`src/rtl/adc_emulator_pkg.sv`:
```
// Shared constants for the ADC emulator: sample width, saturation limits,
// pattern encodings and triangle-engine direction values.
package adc_emulator_pkg;

    localparam int unsigned ADC_W = 14;
    localparam int unsigned SUM_W = ADC_W + 1;

    localparam logic signed [ADC_W-1:0] ADC_MAX = 14'sh1FFF;
    localparam logic signed [ADC_W-1:0] ADC_MIN = 14'sh2000;

    localparam logic [1:0] MODE_CONST    = 2'd0;
    localparam logic [1:0] MODE_RAMP     = 2'd1;
    localparam logic [1:0] MODE_TRIANGLE = 2'd2;
    localparam logic [1:0] MODE_SQUARE   = 2'd3;

    localparam logic DIR_UP   = 1'b0;
    localparam logic DIR_DOWN = 1'b1;

endpackage

```
`src/rtl/adc_emulator_sat_add14.sv`:
```
// Saturates a signed 15-bit sum into the 14-bit two's-complement sample range.
module sat_add14
    import adc_emulator_pkg::*;
(
    input  logic signed [SUM_W-1:0] sum,
    output logic signed [ADC_W-1:0] result,
    output logic                    overflow
);

    localparam logic signed [SUM_W-1:0] SUM_MAX = SUM_W'(ADC_MAX);
    localparam logic signed [SUM_W-1:0] SUM_MIN = SUM_W'(ADC_MIN);

    always_comb begin
        result   = sum[ADC_W-1:0];
        overflow = 1'b0;
        if (sum > SUM_MAX) begin
            result   = ADC_MAX;
            overflow = 1'b1;
        end else if (sum < SUM_MIN) begin
            result   = ADC_MIN;
            overflow = 1'b1;
        end
    end

endmodule

```
`src/rtl/adc_emulator.sv`:
```
// Dual-channel 14-bit ADC emulator: DCO generator plus CONST/RAMP/TRIANGLE/SQUARE
// pattern engine; samples change only on DCO falling edges.
module adc_emulator
    import adc_emulator_pkg::*;
(
    input  logic                    i_clock,
    input  logic                    i_RESET,
    input  logic                    i_enable,
    input  logic [1:0]              i_mode,
    input  logic [7:0]              i_div,
    input  logic [12:0]             i_step,
    input  logic [12:0]             i_amplitude,
    input  logic signed [ADC_W-1:0] i_offset,
    output logic signed [ADC_W-1:0] o_ADA_DATA,
    output logic signed [ADC_W-1:0] o_ADB_DATA,
    output logic                    o_ADA_OR,
    output logic                    o_ADB_OR,
    output logic                    o_DCO,
    output logic                    o_sample_tick
);

    logic [7:0]              cnt;
    logic [7:0]              div_eff;
    logic                    terminal;
    logic signed [ADC_W-1:0] acc;
    logic                    dir;
    logic [1:0]              mode_q;

    logic                    mode_change;
    logic signed [ADC_W-1:0] acc_base, acc_next, tri_acc, ramp_acc, ramp_b;
    logic                    dir_base, dir_next, tri_dir;
    logic signed [SUM_W-1:0] acc_wide, step_wide, amp_wide, up_sum, dn_sum, tri_wide;
    logic signed [SUM_W-1:0] off_wide, raw_a, raw_b, sum_a, sum_b;
    logic signed [ADC_W-1:0] sat_a, sat_b;
    logic                    ovf_a, ovf_b;

    // Half-period counter; >= keeps a shrinking divider from running past terminal.
    always_comb begin
        div_eff  = (i_div == 8'd0) ? 8'd1 : i_div;
        terminal = (cnt >= div_eff - 8'd1);
    end

    // Next sample: a mode change restarts the engine from acc=0, dir=up on this edge.
    always_comb begin
        mode_change = (i_mode != mode_q);
        acc_base    = mode_change ? '0 : acc;
        dir_base    = mode_change ? DIR_UP : dir;
        acc_wide    = SUM_W'(acc_base);
        step_wide   = SUM_W'(i_step);
        amp_wide    = SUM_W'(i_amplitude);
        off_wide    = SUM_W'(i_offset);
        up_sum      = acc_wide + step_wide;
        dn_sum      = acc_wide - step_wide;

        ramp_acc    = ADC_W'(up_sum);
        ramp_b      = {~ramp_acc[ADC_W-1], ramp_acc[ADC_W-2:0]};

        tri_acc     = acc_base;
        tri_dir     = dir_base;
        if (dir_base == DIR_UP) begin
            if (up_sum >= amp_wide) begin
                tri_acc = ADC_W'(amp_wide);
                tri_dir = DIR_DOWN;
            end else begin
                tri_acc = ADC_W'(up_sum);
            end
        end else begin
            if (dn_sum <= -amp_wide) begin
                tri_acc = ADC_W'(-amp_wide);
                tri_dir = DIR_UP;
            end else begin
                tri_acc = ADC_W'(dn_sum);
            end
        end
        tri_wide = SUM_W'(tri_acc);

        acc_next = acc_base;
        dir_next = dir_base;
        raw_a    = '0;
        raw_b    = '0;
        case (i_mode)
            MODE_RAMP: begin
                acc_next = ramp_acc;
                raw_a    = SUM_W'(ramp_acc);
                raw_b    = SUM_W'(ramp_b);
            end
            MODE_TRIANGLE: begin
                acc_next = tri_acc;
                dir_next = tri_dir;
                raw_a    = tri_wide;
                raw_b    = -tri_wide;
            end
            MODE_SQUARE: begin
                acc_next = tri_acc;
                dir_next = tri_dir;
                raw_a    = (tri_dir == DIR_UP) ? amp_wide : -amp_wide;
                raw_b    = tri_wide;
            end
            default: ;
        endcase

        sum_a = raw_a + off_wide;
        sum_b = raw_b + off_wide;
    end

    sat_add14 u_sat_a (.sum(sum_a), .result(sat_a), .overflow(ovf_a));
    sat_add14 u_sat_b (.sum(sum_b), .result(sat_b), .overflow(ovf_b));

    always_ff @(posedge i_clock) begin
        if (i_RESET) begin
            cnt           <= '0;
            o_DCO         <= 1'b0;
            o_sample_tick <= 1'b0;
            o_ADA_DATA    <= '0;
            o_ADB_DATA    <= '0;
            o_ADA_OR      <= 1'b0;
            o_ADB_OR      <= 1'b0;
            acc           <= '0;
            dir           <= DIR_UP;
            mode_q        <= MODE_CONST;
        end else if (!i_enable) begin
            cnt           <= '0;
            o_DCO         <= 1'b0;
            o_sample_tick <= 1'b0;
        end else if (terminal) begin
            cnt           <= '0;
            o_DCO         <= ~o_DCO;
            o_sample_tick <= o_DCO;
            // Update only as DCO falls, centring data on the DCO rising edge.
            if (o_DCO) begin
                acc        <= acc_next;
                dir        <= dir_next;
                mode_q     <= i_mode;
                o_ADA_DATA <= sat_a;
                o_ADB_DATA <= sat_b;
                o_ADA_OR   <= ovf_a;
                o_ADB_OR   <= ovf_b;
            end
        end else begin
            cnt           <= cnt + 8'd1;
            o_sample_tick <= 1'b0;
        end
    end

endmodule
```
`config.mk`:
```
export PLATFORM = sky130hd
export DESIGN_NAME = adc_emulator
export DESIGN_NICKNAME = d
export VERILOG_FILES = /design/src/rtl/adc_emulator_pkg.sv /design/src/rtl/adc_emulator_sat_add14.sv /design/src/rtl/adc_emulator.sv
export SDC_FILE = /design/constraint.sdc
export NUM_CORES = 1
export LEC_CHECK = 0
export CAP_MARGIN = 20
export CORE_MARGIN = 4
export CORE_UTILIZATION = 63
export CTS_CLUSTER_DIAMETER = 200
export DETAILED_ROUTE_END_ITERATION = 8
export GPL_ROUTABILITY_DRIVEN = 1
export GPL_TIMING_DRIVEN = 1
export PLACE_DENSITY_LB_ADDON = 0.05
export SLEW_MARGIN = 0
export SYNTH_ARGS = -nofsm -noshare
export SYNTH_HDL_FRONTEND = slang
export SYNTH_SLANG_ARGS = --single-unit
```
`constraint.sdc`:
```
create_clock -name i_clock -period 17.1 [get_ports i_clock]
set_input_delay 3.42 -clock i_clock [delete_from_list [all_inputs] [get_ports i_clock]]
set_output_delay 3.42 -clock i_clock [all_outputs]
set_load 0.1 [all_outputs]
```
### Floorplan with the power grid

The bar under the picture is 20 µm long. Pins as bars on the die edge.
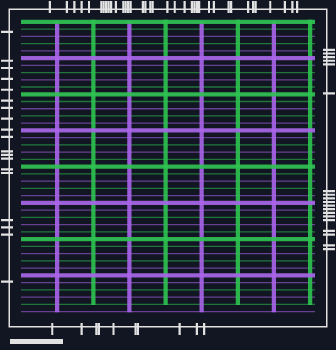
VDD -> green
VSS -> purple
rows = 40
met1 rails = 41
signal pins = 85
met4 straps = 8
met5 straps = 8

### Placed cells, one colour a class

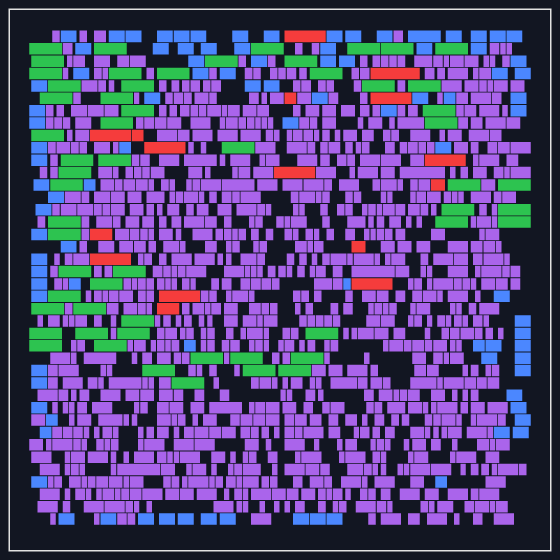
flops -> green  # cells 57, share of their area 13%
other buffers and delay cells -> blue  # cells 95, share of their area 11%
combinational and other logic -> purple  # cells 979, share of their area 73%
clock drivers and dummy loads -> red  # cells 16, share of their area 3.6%

### Clock distribution

The bar under the picture is 20 µm long.
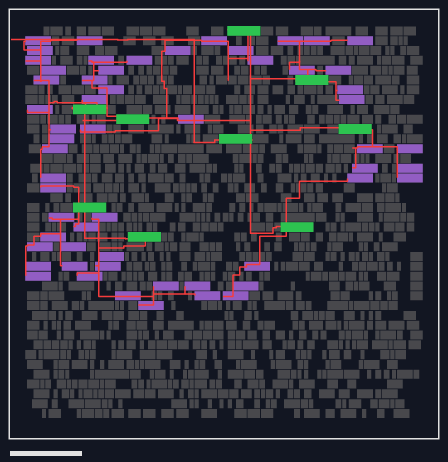
clock drivers -> green  # count 9
flip-flops -> purple  # count 57
clock wires -> red  # length 867 µm
routed clock nets = 10

### Metal layers overlaid

The bar under the picture is 20 µm long.
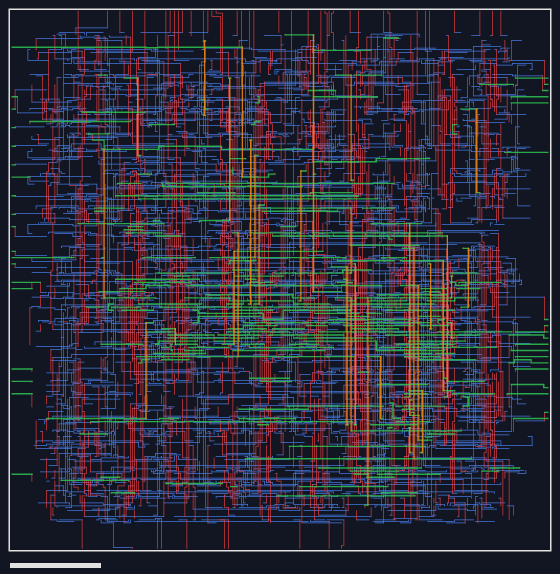
metal 4 -> orange  # wire length 817 µm
metal 1 -> blue  # wire length 10,300 µm
metal 3 -> green  # wire length 2,600 µm
metal 2 -> red  # wire length 10,300 µm

==> kinds of logic after synthesis <==
family          Yosys count  synth area share
xor+xnor                 79            0.0906
buf+inv                 132            0.0679
compound gates          352             0.292
fa+ha+maj               110             0.178
mux                       6           0.00778
flops                    57             0.148
simple gates            348             0.215
==> critical path, delay by kind of cell <==
kind	cells	cell delay (ns)
AND-OR/OR-AND	14	3.79
AND/OR/NAND/NOR	13	2.97
adder cells (fa/ha/maj)	5	1.55
buffers and inverters	4	1.12
XOR/XNOR	2	0.38
multiplexers	1	0.08
==> area by class of cell <==
cell class / instances / area, µm²
Clock inverter: 5 / 62.6
Fill cell: 1002 / 3050
Tap cell: 147 / 184
Multi-Input combinational cell: 895 / 6070
Inverter: 84 / 315
Sequential cell: 57 / 1140
Clock buffer: 11 / 253
Timing Repair Buffer: 95 / 933
==> results.tsv <==
metric	value	unit
period_used_share	0.768	
first_iter_violations	920	
netlist.area_leader.share	0.152	
leakagePower	3.91	nW
reg2reg_slack	7.58	ns
wl_met2	10300	µm
hold_path_end	acc[8]	
p_comb_frac	0.434	
worst_slew_pin_slew	1.23	ns
yosysCellCount	1084	
antenna_found_initial	0	
cts_max_level	3	
instances_no_fill	1294	
clock.latency.late_pin	0.34	ns
seq_power_share	0.234	
grt_overflow	0	
synthArstFlopShare	0	
area_leaders	ha_1 15%, dfxtp_1 15%, a21oi_1 7.7%	
wl_met3	2600	µm
nets	1293	
top_area_cell	ha_1	
fin_area	0.00896	mm²
grt_max_degree	59	
drive_gt1_frac	0.0418	
grt_pass1_vias	7446	
cp-endpoint	o_ADB_DATA[13]	
holdPathStages	2	
comb_cell_power	0.000247	W
synth_nets	1235	
status	completed	
die_height	119	µm
end_kind	register	
edf_count	0	
drtPass1Iterations	7	
setup_tns	0	ns
max_cap_viol_count	0	
highest_layer	met4	
io_buffers	84	
cts_buffers	9	
cts.path.max_buffers	2	
syn_to_final_growth	16.0	%
postRouteAntennaNets	0	
reg_top3	acc (14), o_ADA_DATA (14), o_ADB_DATA (14)	
fmax	76.1	MHz
grtUsageMet1	0.457	
top_power_group	combinational logic	
worst_slack	3.96	ns
use_met3	0.0904	
hold_viol	0	
rsz0062_at_grt	false	
grt_first_pass_wirelength	38200	µm
post_dp_cell_area	0.00859	mm²
period_needed	13.14	ns
power	0.000570	W
drv_slew	0	
clk_pin_slew	0.06	ns
Power figures rest on the tool's default switching activity, not on a simulated workload.
